Design mem_port_arbiter, sky130hd; sources not shown.
Fig. 1: metal 1
Bar = 50 um.
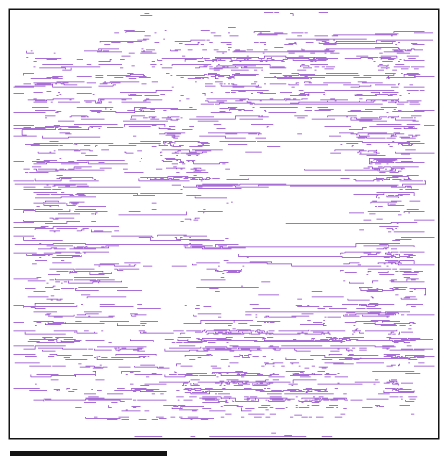
nets with wire on the layer	818
main direction	horizontal
wire length on this layer	7870 um
longest straight run	52.0 um
WL final: 19960 um
via count: 5203
M1 GR Usage: 0.2495

Fig. 2: met2 routing
Bar = 50 um.
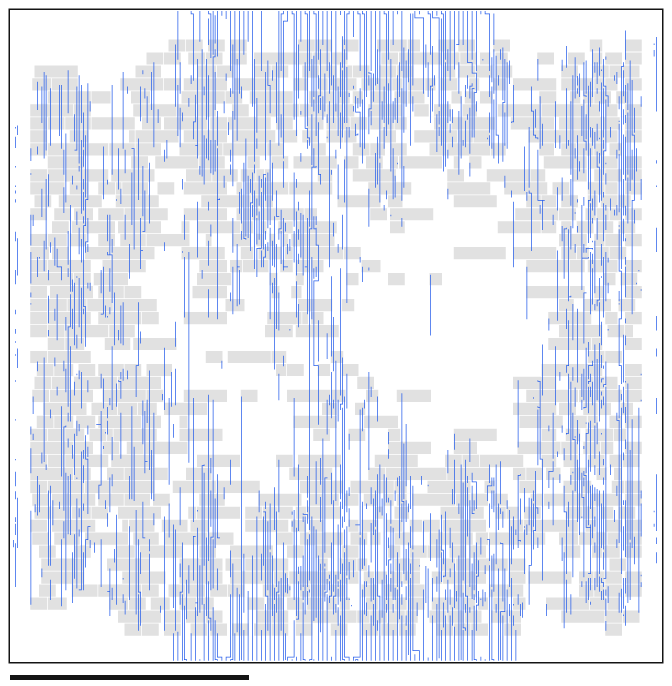
main direction	vertical
nets with wire on the layer	833
met2 Usage GRT: 0.3546

Fig. 3: metal 3
Bar = 50 um.
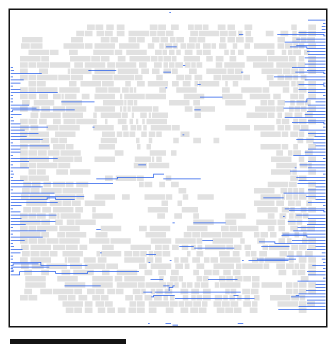
wire length on this layer	1830 um
nets with wire on the layer	179
share of all routed wire	9.2%
longest straight run	43.9 um
GR Util met3: 0.06471

==> run summary <==
impl run done, here's what came out: DP Area between 9000 and 10000 um^2, Yosys cell types 28, Lkg Pwr between 4 and 5 nW, CTS Buf Count 17, clock buffer count 24, crit path kind reg -> reg, Pre-antenna DRT Iters 4, # Cells Yosys approximately 480, Core Area roughly 16000 um^2, clock slew at reported path FFs about 50 ps, crit path DAT 2130 ps, worst slew pin tran between 500 and 600 ps, Clock Power Share 0.202, worst hold slack around 150 ps, most frequent cells in the layout 294 x clkdlybuf4s50_1, 137 x dfrtp_1, 66 x o21a_1, 64 x a31oi_1, 64 x o2bb2ai_1, Vias/cell around 5.2, Final Hold Viols 0, Mapped Avg Cell Area 12.81 um^2, CP cell instances or3b_4 > or3b_4 > buf_12 > mux2_4, initial core utilization 0.3813, Net Switching a little under 0.004 W, Seq pwr share 0.350, drt wl/cell around 20 um, Layout Nets 931, grt ovf 0, first-pass GRT wire length about 30000 um, Mapped Area just over 6000 um^2, design area about 10000 um^2, Critical Path RT roughly 2200 ps, Flop+latch power between 0.004 and 0.005 W, clk sinks 137, Register-to-Register Path Depth 4, Seq cells post-synth about 140, htree depth 4, input/output buffers slightly below 300, final setup fails 0, period utilization 0.9494, Main power group combinational logic, Peak VDD IR 728.5 uV, die area 18670 um^2, Setup WS post-layout approximately 110 ps, combinational gate area ~2500 um^2, Clk power 0.00267 W, layout cells sized above 1 0.1542, Synth Seq Share 0.5599, internal power slightly above 0.009 W, most numerous logic cell after layout clkdlybuf4s50_1, # diodes 0, slowest stage delay, CP slightly above 400 ps, Hold Crit Class in -> reg, Warnings, synthesis 0, GRT Util Overall 0.2088, Post-Route Utilization 0.6209, flop2flop setup slack between 100 and 150 ps, Gate power share 0.448, DRC errors left 0, initial antenna violation count 0, cell family with most CP delay simple AND/OR/NAND/NOR gates, Crit. End Element register, combinational cell power 0.00592 W, seq_cells ~140, Pwr per Cell Area ~1300 nW/um^2, Buffers excl. clock 318, post-detail-place hpwl 14600 um, # rows about 46, via count of the first global-routing pass 5573, Clock Path Buffers 2, CP max-delay cell or3b_4, Tap Count between 200 and 250, mi-comb count between 200 and 300, antenna-violating nets left 0, largest net degree at the start of global routing between 60 and 70, global routing's busiest layer met2, worst rel slew slack 0.6666, combinational fraction of the cell area 0.2503, clock distribution area overhead in the final layout 0.05446, setup_tns 0 ps, stages on the worst setup path 4, Synth-to-Final Area Change 62.83%, Tool Warnings 26, RSZ-0062 raised after global routing false, CP dominant cell by count or3b_4, Non-clock inverters 3, switching share of total power 0.2992, Clock Latency Late Sink 400 ps, Iter 0 DRT Violations 229, Die Ht 136.6 um, status finished, final reports clean, FF/Latch Area approximately 3400 um^2, hold path depth 3, Non-Clock Buffer Area Fraction 0.3231, CTS tree built, max-slew violation count 0, WP buf/inv 1, die width between 100 and 150 um, Post-Syn Instances between 400 and 500, Place WS 2.282 ps, largest class flip-flops and latches, io pins about 300, minimum clock period 2041 ps, Seq area share 0.3438, fill count about 1200, yosys stat area between 6000 and 7000 um^2, root buffer cell clkbuf_16, Placer Congestion 0.7963, max cap viols 0, Max Clk Rate ~500 MHz, Synthesized Nets about 640, critical path launch point type register, Crit Path Max Fanout 32
-- cell usage after synthesis --
master	n	area, um^2
clkbuf_1	38	142.6
a211oi_1	1	7.510
or2_2	2	12.51
nor3_1	1	5.000
o21ai_0	4	20.02
nand3b_1	2	15.01
a21oi_1	4	20.02
nor3_2	1	10.01
mux2_1	2	22.52
nor3b_1	1	7.510
mux2_2	32	360.4
buf_6	3	33.78
dfrtp_1	137	3428
or3b_1	1	8.760
buf_2	4	20.02
a31oi_1	64	400.4
a31o_2	1	8.760
o21a_1	66	495.5
nor2_1	3	11.26
o2bb2ai_1	64	560.5
buf_1	5	18.77
inv_1	3	11.26
o21ai_1	1	5.000
nand2_1	5	18.77
mux2_4	30	450.4
and3b_1	1	8.760
or3b_4	1	11.26
o2111ai_1	1	8.760
-- kinds of logic (layout without fill, tap and decap cells) --
logic type,after synthesis,after routing,synth area share
compound gates,206,206,0.2493
flops,137,137,0.5599
mux,64,64,0.1361
buf+inv,53,353,0.03698
simple gates,18,18,0.01778
-- metrics by stage --
stage | instances | total power, W
floorplan | 478 | 0.006851
global placement | 961 | 0.01037
detailed placement | 961 | 0.01060
CTS | 994 | 0.01338
global route | 994 | 0.01397
finish | 994 | 0.01322
-- what timing repair did --
item / 4_1_cts / 5_1_grt
hold endpoints to repair: 50 / 0
setup buffers: 0 / 0
hold buffers: 1 / 0
resized: 1 / 0
endpoints found under the setup margin: 7 / 0
-- worst reg2reg max path, delay by kind of cell, from the launching register on --
family | cells | cell delay (ps)
mux | 1 | 340
flops | 1 | 380
simple gates | 2 | 810
buf+inv | 1 | 200
-- metal layers --
metal	wire [um]	vias up
li1	-	2405
met1	7871	2533
met2	9795	228
met3	1832	37
met4	461	0
met5	0	-
Power figures rest on the tool's default switching activity, not on a simulated workload.
